**Signal wires by layer**

(4 px per µm)
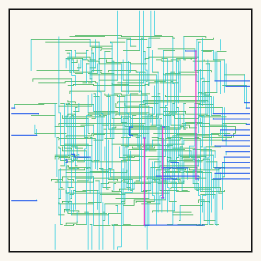
**Clock routing**

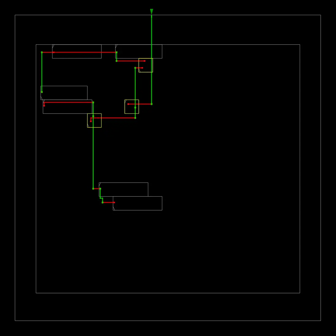
**Pin placement**

(6 px per µm) Pins as bars across the die edge, other pins in gray.
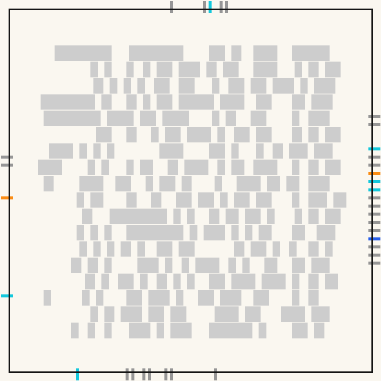
`src/rtl/controlador_pkg.sv`:
```
// Shared types and encodings for the multicycle MIPS control unit:
// state codes, opcodes, ALU/PC source encodings and the control word.
package controlador_pkg;

  typedef enum logic [3:0] {
    BUSCA        = 4'd0,
    ESPERA_BUSCA = 4'd1,
    ESCREVE_IR   = 4'd2,
    DECODE       = 4'd3,
    CALC_END     = 4'd4,
    LW_LEITURA   = 4'd5,
    LW_MDR       = 4'd6,
    LW_FIM       = 4'd7,
    SW_ESCRITA   = 4'd8,
    R_EXEC       = 4'd9,
    R_FIM        = 4'd10,
    ADDI_FIM     = 4'd11,
    DESVIO       = 4'd12,
    SALTO        = 4'd13,
    INVALIDO     = 4'd14
  } estado_t;

  localparam logic [5:0] OP_R    = 6'b000000;
  localparam logic [5:0] OP_LW   = 6'b100011;
  localparam logic [5:0] OP_SW   = 6'b101011;
  localparam logic [5:0] OP_ADDI = 6'b001000;
  localparam logic [5:0] OP_BEQ  = 6'b000100;
  localparam logic [5:0] OP_BNE  = 6'b000101;
  localparam logic [5:0] OP_J    = 6'b000010;

  localparam logic [1:0] ULA_SOMA   = 2'b00;
  localparam logic [1:0] ULA_SUB    = 2'b01;
  localparam logic [1:0] ULA_FUNCT  = 2'b10;
  localparam logic [1:0] ULA_OCIOSA = 2'b11;

  localparam logic [1:0] PC_ULASAIDA = 2'b01;
  localparam logic [1:0] PC_SALTO    = 2'b10;

  localparam logic [1:0] FB_REG_B   = 2'b00;
  localparam logic [1:0] FB_QUATRO  = 2'b01;
  localparam logic [1:0] FB_IMM     = 2'b10;
  localparam logic [1:0] FB_IMM_SH2 = 2'b11;

  typedef struct packed {
    logic       pc_esc;
    logic       ctr_mem;
    logic       ir_esc;
    logic       reg_write;
    logic       reg_dst;
    logic       ula_fonte_a;
    logic [1:0] ula_fonte_b;
    logic [1:0] ula_op;
    logic [1:0] fonte_pc;
    logic       mem_para_reg;
    logic       iou_d;
    logic       reg_a_ctrl;
    logic       reg_b_ctrl;
    logic       ula_saida_ctrl;
    logic       mdr_ctrl;
    logic       op_invalido;
  } sinais_t;

  function automatic sinais_t sinais_padrao();
    sinais_t s;
    s          = '0;
    s.fonte_pc = PC_ULASAIDA;
    s.ula_op   = ULA_OCIOSA;
    return s;
  endfunction

endpackage

```
`src/rtl/controlador_multiciclo_if.sv`:
```
// Control bus between the multicycle controller (master) and the datapath (slave).
interface controlador_multiciclo_if;
    logic [5:0] OpCode;
    logic       Zero;
    logic       PCEsc;
    logic       CtrMem;
    logic       IREsc;
    logic       RegWrite;
    logic       RegDst;
    logic       ULAFonteA;
    logic [1:0] ULAFonteB;
    logic [1:0] ULAOp;
    logic [1:0] FontePC;
    logic       MemParaReg;
    logic       IouD;
    logic       RegACtrl;
    logic       RegBCtrl;
    logic       ULASaidaCtrl;
    logic       MDRCtrl;
    logic       OpInvalido;

    modport master (
        input  OpCode, Zero,
        output PCEsc, CtrMem, IREsc, RegWrite, RegDst, ULAFonteA, ULAFonteB, ULAOp,
               FontePC, MemParaReg, IouD, RegACtrl, RegBCtrl, ULASaidaCtrl, MDRCtrl,
               OpInvalido
    );

    modport slave (
        output OpCode, Zero,
        input  PCEsc, CtrMem, IREsc, RegWrite, RegDst, ULAFonteA, ULAFonteB, ULAOp,
               FontePC, MemParaReg, IouD, RegACtrl, RegBCtrl, ULASaidaCtrl, MDRCtrl,
               OpInvalido
    );
endinterface

```
`src/rtl/contador_espera.sv`:
```
// Memory wait-state down counter: load sets MEM_WAIT-1, then counts down and holds at 0.
module contador_espera #(
    parameter int MEM_WAIT = 2,
    parameter int CNT_W    = $clog2(MEM_WAIT + 1)
) (
    input  logic             Clock,
    input  logic             Reset,
    input  logic             load,
    output logic [CNT_W-1:0] value,
    output logic             done
);
    localparam logic [CNT_W-1:0] CARGA = CNT_W'(MEM_WAIT - 1);

    assign done = (value == '0);

    // NOTE: registers use non-blocking assignments so every flop samples pre-edge values.
    always_ff @(posedge Clock or negedge Reset) begin
        if (!Reset) begin
            value <= '0;
        end else if (load) begin
            value <= CARGA;
        end else if (!done) begin
            value <= value - CNT_W'(1);
        end
    end
endmodule

```
`src/rtl/controlador_multiciclo.sv`:
```
// Multicycle MIPS control unit: Moore FSM with a variable memory wait on fetch and load.
module controlador_multiciclo #(
    parameter int MEM_WAIT = 2,
    parameter int STATE_W  = 6
) (
    input  logic                 Clock,
    input  logic                 Reset,
    controlador_multiciclo_if.master bus,
    output logic [STATE_W-1:0]   state
);
    import controlador_pkg::*;

    localparam int               CNT_W    = $clog2(MEM_WAIT + 1);
    localparam logic [CNT_W-1:0] PRIMEIRO = CNT_W'(MEM_WAIT - 1);

    estado_t          estado, proximo;
    sinais_t          s;
    logic             carga;
    logic             fim_espera;
    logic [CNT_W-1:0] contagem;

    contador_espera #(.MEM_WAIT(MEM_WAIT), .CNT_W(CNT_W)) u_contador (
        .Clock (Clock),
        .Reset (Reset),
        .load  (carga),
        .value (contagem),
        .done  (fim_espera)
    );

    always_ff @(posedge Clock or negedge Reset) begin
        if (!Reset) estado <= BUSCA;
        else        estado <= proximo;
    end

    // NOTE: every always_comb output gets a default first, so no path can infer a latch.
    always_comb begin
        proximo = BUSCA;
        carga   = 1'b0;
        s       = sinais_padrao();
        case (estado)
            BUSCA: begin
                s.ula_fonte_b    = FB_QUATRO;
                s.ula_op         = ULA_SOMA;
                s.ula_saida_ctrl = 1'b1;
                carga            = 1'b1;
                proximo          = ESPERA_BUSCA;
            end
            ESPERA_BUSCA: begin
                // PC takes PC+4 once, in the first wait cycle only
                s.pc_esc = (contagem == PRIMEIRO);
                proximo  = fim_espera ? ESCREVE_IR : ESPERA_BUSCA;
            end
            ESCREVE_IR: begin
                s.ir_esc = 1'b1;
                proximo  = DECODE;
            end
            DECODE: begin
                s.reg_a_ctrl     = 1'b1;
                s.reg_b_ctrl     = 1'b1;
                s.ula_fonte_b    = FB_IMM_SH2;
                s.ula_op         = ULA_SOMA;
                s.ula_saida_ctrl = 1'b1;
                case (bus.OpCode)
                    OP_R:                  proximo = R_EXEC;
                    OP_LW, OP_SW, OP_ADDI: proximo = CALC_END;
                    OP_BEQ, OP_BNE:        proximo = DESVIO;
                    OP_J:                  proximo = SALTO;
                    default:               proximo = INVALIDO;
                endcase
            end
            CALC_END: begin
                s.ula_fonte_a    = 1'b1;
                s.ula_fonte_b    = FB_IMM;
                s.ula_op         = ULA_SOMA;
                s.ula_saida_ctrl = 1'b1;
                carga            = 1'b1;
                case (bus.OpCode)
                    OP_LW:   proximo = LW_LEITURA;
                    OP_SW:   proximo = SW_ESCRITA;
                    default: proximo = ADDI_FIM;
                endcase
            end
            LW_LEITURA: begin
                s.iou_d = 1'b1;
                proximo = fim_espera ? LW_MDR : LW_LEITURA;
            end
            LW_MDR: begin
                s.mdr_ctrl = 1'b1;
                proximo    = LW_FIM;
            end
            LW_FIM: begin
                s.reg_write    = 1'b1;
                s.mem_para_reg = 1'b1;
            end
            SW_ESCRITA: begin
                s.ctr_mem = 1'b1;
                s.iou_d   = 1'b1;
            end
            R_EXEC: begin
                s.ula_fonte_a    = 1'b1;
                s.ula_fonte_b    = FB_REG_B;
                s.ula_op         = ULA_FUNCT;
                s.ula_saida_ctrl = 1'b1;
                proximo          = R_FIM;
            end
            R_FIM: begin
                s.reg_write = 1'b1;
                s.reg_dst   = 1'b1;
            end
            ADDI_FIM: s.reg_write = 1'b1;
            DESVIO: begin
                s.ula_fonte_a = 1'b1;
                s.ula_fonte_b = FB_REG_B;
                s.ula_op      = ULA_SUB;
                s.fonte_pc    = PC_ULASAIDA;
                s.pc_esc      = (bus.OpCode == OP_BNE) ? !bus.Zero : bus.Zero;
            end
            SALTO: begin
                s.fonte_pc = PC_SALTO;
                s.pc_esc   = 1'b1;
            end
            INVALIDO: s.op_invalido = 1'b1;
            default:  proximo = BUSCA;
        endcase
    end

    assign bus.PCEsc        = s.pc_esc;
    assign bus.CtrMem       = s.ctr_mem;
    assign bus.IREsc        = s.ir_esc;
    assign bus.RegWrite     = s.reg_write;
    assign bus.RegDst       = s.reg_dst;
    assign bus.ULAFonteA    = s.ula_fonte_a;
    assign bus.ULAFonteB    = s.ula_fonte_b;
    assign bus.ULAOp        = s.ula_op;
    assign bus.FontePC      = s.fonte_pc;
    assign bus.MemParaReg   = s.mem_para_reg;
    assign bus.IouD         = s.iou_d;
    assign bus.RegACtrl     = s.reg_a_ctrl;
    assign bus.RegBCtrl     = s.reg_b_ctrl;
    assign bus.ULASaidaCtrl = s.ula_saida_ctrl;
    assign bus.MDRCtrl      = s.mdr_ctrl;
    assign bus.OpInvalido   = s.op_invalido;
    assign state            = STATE_W'(estado);
endmodule
```
`src/flat_wrapper.sv`:
```
// flat-port wrapper written by rule: the top's interface ports become plain ports
module controlador_multiciclo_flat import controlador_pkg::*;
#(
    parameter int MEM_WAIT = 2,
    parameter int STATE_W  = 6
)
  (Clock, Reset, state, bus_OpCode, bus_Zero, bus_PCEsc, bus_CtrMem, bus_IREsc, bus_RegWrite, bus_RegDst, bus_ULAFonteA, bus_ULAFonteB, bus_ULAOp, bus_FontePC, bus_MemParaReg, bus_IouD, bus_RegACtrl, bus_RegBCtrl, bus_ULASaidaCtrl, bus_MDRCtrl, bus_OpInvalido);
  controlador_multiciclo_if bus_i ();
  input  logic Clock;
  input  logic Reset;
  output logic [STATE_W-1:0] state;
  input wire logic [$bits(bus_i.OpCode)-1:0] bus_OpCode;
  input wire logic [$bits(bus_i.Zero)-1:0] bus_Zero;
  output wire logic [$bits(bus_i.PCEsc)-1:0] bus_PCEsc;
  output wire logic [$bits(bus_i.CtrMem)-1:0] bus_CtrMem;
  output wire logic [$bits(bus_i.IREsc)-1:0] bus_IREsc;
  output wire logic [$bits(bus_i.RegWrite)-1:0] bus_RegWrite;
  output wire logic [$bits(bus_i.RegDst)-1:0] bus_RegDst;
  output wire logic [$bits(bus_i.ULAFonteA)-1:0] bus_ULAFonteA;
  output wire logic [$bits(bus_i.ULAFonteB)-1:0] bus_ULAFonteB;
  output wire logic [$bits(bus_i.ULAOp)-1:0] bus_ULAOp;
  output wire logic [$bits(bus_i.FontePC)-1:0] bus_FontePC;
  output wire logic [$bits(bus_i.MemParaReg)-1:0] bus_MemParaReg;
  output wire logic [$bits(bus_i.IouD)-1:0] bus_IouD;
  output wire logic [$bits(bus_i.RegACtrl)-1:0] bus_RegACtrl;
  output wire logic [$bits(bus_i.RegBCtrl)-1:0] bus_RegBCtrl;
  output wire logic [$bits(bus_i.ULASaidaCtrl)-1:0] bus_ULASaidaCtrl;
  output wire logic [$bits(bus_i.MDRCtrl)-1:0] bus_MDRCtrl;
  output wire logic [$bits(bus_i.OpInvalido)-1:0] bus_OpInvalido;
  assign bus_i.OpCode = bus_OpCode;
  assign bus_i.Zero = bus_Zero;
  assign bus_PCEsc = bus_i.PCEsc;
  assign bus_CtrMem = bus_i.CtrMem;
  assign bus_IREsc = bus_i.IREsc;
  assign bus_RegWrite = bus_i.RegWrite;
  assign bus_RegDst = bus_i.RegDst;
  assign bus_ULAFonteA = bus_i.ULAFonteA;
  assign bus_ULAFonteB = bus_i.ULAFonteB;
  assign bus_ULAOp = bus_i.ULAOp;
  assign bus_FontePC = bus_i.FontePC;
  assign bus_MemParaReg = bus_i.MemParaReg;
  assign bus_IouD = bus_i.IouD;
  assign bus_RegACtrl = bus_i.RegACtrl;
  assign bus_RegBCtrl = bus_i.RegBCtrl;
  assign bus_ULASaidaCtrl = bus_i.ULASaidaCtrl;
  assign bus_MDRCtrl = bus_i.MDRCtrl;
  assign bus_OpInvalido = bus_i.OpInvalido;
  controlador_multiciclo #(.MEM_WAIT(MEM_WAIT), .STATE_W(STATE_W)) u_core (.Clock(Clock), .Reset(Reset), .bus(bus_i), .state(state));
endmodule
```
`config.mk`:
```
export PLATFORM = sky130hd
export DESIGN_NAME = controlador_multiciclo_flat
export DESIGN_NICKNAME = d
export VERILOG_FILES = /design/src/rtl/controlador_pkg.sv /design/src/rtl/controlador_multiciclo_if.sv /design/src/rtl/contador_espera.sv /design/src/rtl/controlador_multiciclo.sv /design/src/flat_wrapper.sv
export SDC_FILE = /design/constraint.sdc
export NUM_CORES = 1
export LEC_CHECK = 0
export ABC_AREA = 1
export CELL_PAD_IN_SITES_DETAIL_PLACEMENT = 1
export CELL_PAD_IN_SITES_GLOBAL_PLACEMENT = 1
export CORE_MARGIN = 4
export CORE_UTILIZATION = 25
export DETAILED_ROUTE_END_ITERATION = 7
export PLACE_DENSITY = 0.77
export SYNTH_ARGS = -nofsm -noshare
export SYNTH_HDL_FRONTEND = slang
export SYNTH_HIERARCHICAL = 1
export SYNTH_SLANG_ARGS = --single-unit
```
`constraint.sdc`:
```
create_clock -name Clock -period 1.75 [get_ports Clock]
set_clock_uncertainty 0.15 [all_clocks]
set_input_delay 0.175 -clock Clock [delete_from_list [all_inputs] [get_ports Clock]]
set_output_delay 0.175 -clock Clock [all_outputs]
set_load 0.005 [all_outputs]
```
==> ci_impl_report.md <==
## Implementation flow summary

| Metric | Value |
|---|---|
| RSZ-0062 raised after global routing | `yes` |
| M1 WL | `~1700 µm` |
| Adder and majority gate portion of the synthesized area | `~1.8%` |
| FP Rows | `18` |
| Flops out of synthesis | `6` |
| NumNets Final | `209` |
| CP Class | `flop to primary output` |
| Critical path's most frequent cell | `sky130_fd_sc_hd__inv_4` |
| And-or/or-and share of the synthesized area | `4.77%` |
| Fraction of the core area occupied by cells at floorplan | `26.8%` |
| Worst setup slack after layout | `-0.0962 ns` |
| Initial drt markers | `between 50 and 60` |
| H-tree depth | `1` |
| Final routed DRC violation total | `0` |
| Biggest area contributors in the synthesized netlist | `sky130_fd_sc_hd__dfrtp_1, sky130_fd_sc_hd__nand2_1, sky130_fd_sc_hd__nand3_1` |
| Setup-violating endpoint count in the final report | `7` |
| Setup crit start kind | `flop` |
| Worst vdd ir | `a little over 1 mV` |
| Top layer reached by signal wires | `met4` |
| Initial antenna violation count | `0` |
| Top-area cell share | `22.0%` |
| Placement-stage worst setup slack | `-0.233 ns` |
| Synth top cell by count | `sky130_fd_sc_hd__nand2_1` |
| Tally of OpenROAD warnings | `28` |
| Mapped cell area | `about 700 µm²` |
| Top FF cell, synth | `sky130_fd_sc_hd__dfrtp_1` |
| Area grow syn2layout | `108%` |
| Yosys stat cell total | `123` |
| Largest net degree at the start of global routing | `7` |
| Ordered cell list for the critical path | `nor2_4 -> buf_6 -> inv_4 -> nor2_8 -> inv_4 -> nand2_4 -> o21ai_1 -> buf_2` |
| Number of buffers between clock root and the deepest sink | `2` |
| Hold Fails Final Rpt | `0` |
| Worst hold slack after final layout | `a little over 0.03 ns` |
| Number of top-level pins | `34` |
| Root Buffer Master | `sky130_fd_sc_hd__clkbuf_4` |
| Tally of unique sky130hd cells used after synthesis | `19` |
| Routability congestion estimate from global placement | `0.759` |
| Highest-count cells in the layout ignoring fill and taps | `sky130_fd_sc_hd__buf_4, sky130_fd_sc_hd__nor2_1, sky130_fd_sc_hd__nand2_1, sky130_fd_sc_hd__inv_1, sky130_fd_sc_hd__nand3_1` |
| Min cycle time layout | `1.85 ns` |
| Top cell types by occurrence after synthesis | `sky130_fd_sc_hd__nand2_1, sky130_fd_sc_hd__nor2_1, sky130_fd_sc_hd__inv_1` |
| Count of non-filler cells in the finished layout | `227` |
| Sequential area share after synthesis | `22.0%` |
| Area fraction in and, or, nand and nor cells after synthesis | `between 50 and 60%` |
| Top logic cell by instance count in the layout | `sky130_fd_sc_hd__buf_4` |
| Tcrit/Tclk final | `105%` |
| Leakage power | `0.809 nW` |
| Antenna diode instance count | `0` |
| CTS Hold Bufs | `0` |
| Detailed Place HPWL | `2280 µm` |
| Maximum fanout count along the critical path | `5` |
| Cell area after layout | `around 1400 µm²` |
| Overall power after layout | `0.00235 W` |
| Total Die Area | `3630 µm²` |
| Post CTS Setup Buffer Count | `8` |
| Post_cts resized | `between 60 and 70` |
| Core Footprint | `2540 µm²` |
| Instance area after placement | `1210 µm²` |
| Layout cell share with drive strength beyond 1 | `45.7%` |
| Routed wl met2 | `1980 µm` |
| Average wire length per cell after detail routing | `17.2 µm` |
| Detailed-router iteration count before antenna repair | `4` |
| Hold WC Path Type | `primary input to asynchronous set/reset pin` |
| CP bufs+invs | `4` |
| Post-synth mux share | `0%` |
| Mean instance size in the synthesized netlist | `5.54 µm²` |
| Clock-pin slew reported for the worst setup and hold paths after clock tree synthesis | `0.05 ns` |
| Clock tree from TritonCTS | `built` |
| Total count of max-transition violations in the final report | `0` |
| Number of warning messages in the yosys log | `6` |
| Stage delay of the slowest cell on the critical path | `between 0.4 and 0.5 ns` |
| Crit. End Element | `primary output` |
| Worst EP arrival | `1.52 ns` |
| Synthesized netlist cell count | `between 100 and 150` |
| Highest-delay cell along the critical path | `sky130_fd_sc_hd__dfrtp_2` |
| Outcome | `complete, but fails checks` |
| Number of placed instances, taps included | `~210` |
| Data required time of the worst path | `1.42 ns` |
| R2r setup slk | `0.13 ns` |
| Timing-limited maximum frequency | `542 MHz` |
| Cell family with most CP delay | `flip-flops` |
| Number of vias per cell | `4.84` |
| EDFF count, synth | `0` |
| Routed wl met3 | `179 µm` |
| Fraction of synthesis flops using an asynchronous set or reset pin | `100%` |
| Post-DRT Antenna Nets | `0` |
| Max Cap Viol | `0` |
| First-pass GRT wire length | `about 5300 µm` |
| Synthesis area per yosys | `682 µm²` |
| Cell accounting for the most synthesized area | `sky130_fd_sc_hd__dfrtp_1` |
| Number of global-route vias before repair | `approximately 1,100` |
| Pwr dens | `1660 nW/µm²` |
| Grt ovf | `0` |
| Failing checks | `negative setup slack` |
| Largest non-sequential cell family by area | `simple AND/OR/NAND/NOR gates` |
| Parity-gate share of the synthesized area counting xor and xnor cells | `0%` |
-- 'signal wires by layer' (at the start) --
met4: shown in magenta, wire length 71.4 µm. met2: shown in cyan, wire length 1,980 µm. met1: shown in green, wire length 1,660 µm. met3: shown in blue, wire length 179 µm.
via count of the routed design: 1,099
overall routed net length: 3900 µm
total track usage: 19.6%

-- 'clock routing' (at the start) --
layout clock buffer count: 3
clock sink count: 6
insertion delay to the later sink of the worst-skew pair: 0.24 ns
number of CTS-inserted buffers: 3

-- 'pin placement' (at the start) --
bus_MDRCtrl: shown in blue, pins 1, direction output, edge right. bus_ULAFonteB: shown in orange, pins 2, direction output, edge 1 right, 1 left. state: shown in cyan, pins 6, direction output, edge 3 right, 1 top, 1 bottom, 1 left.
All pins by edge: 17 right, 8 bottom, 5 top, 4 left.
die outline width: 60.2 µm
count of buffers from port buffering: 31
Chip Height: 60.2 µm

-- state kept, by name, indices dropped and copies added, names as in the netlist --
signal                   cells
u_core/u_contador/value      2
u_core/estado                4
-- power by group --
| part | switching, W | leakage, nW | internal, W | total [W] |
|---|---|---|---|---|
| sequential | 0.000104 | 0.0693 | 0.000213 | 0.000317 |
| combinational | 0.000962 | 0.726 | 0.000946 | 0.00191 |
| clock | 0.0000512 | 0.0138 | 0.0000777 | 0.000129 |
| total | 0.00112 | 0.809 | 0.00124 | 0.00235 |
-- cell type report --
cell class	count	area, µm²
multi-input cells	88	498
clock buffers	3	22.5
fillers	346	1130
repair buffers	74	603
well taps	30	37.5
flip-flops and latches	6	155
inverters	26	103
-- through the flow --
step	util [%]	setup TNS, ns
4_1_cts	52.8	-0.247
2_1_floorplan	-	0
3_5_place_dp	47.5	-0.816
3_3_place_gp	47.5	-0.590
6_report	55.8	-0.175
5_1_grt	55.8	-0.761
-- routing by layer --
metal / track usage, % / up-vias
met1: 23.4 / 531
met4: 5.06 / 0
met5: 0 / -
li1: - / 521
met2: 37.2 / 41
met3: 1.08 / 6
-- worst paths after layout --
| check | start | to | cells past startpoint |
|---|---|---|---|
| min in group Clock | u_core/u_contador/value[1]$_DFFE_PN0P_ | u_core/u_contador/value[1]$_DFFE_PN0P_ | 2 |
| max reg2reg | u_core/estado[3]$_DFF_PN0_ | u_core/estado[3]$_DFF_PN0_ | 7 |
| max in group asynchronous | Reset | u_core/estado[3]$_DFF_PN0_ | 1 |
| max | u_core/estado[3]$_DFF_PN0_ | bus_ULAOp[1] | 8 |
| min reg2reg | u_core/u_contador/value[1]$_DFFE_PN0P_ | u_core/u_contador/value[1]$_DFFE_PN0P_ | 2 |
| min | Reset | u_core/estado[2]$_DFF_PN0_ | 1 |
No activity file was given, so power comes from the tool's default toggle rates.
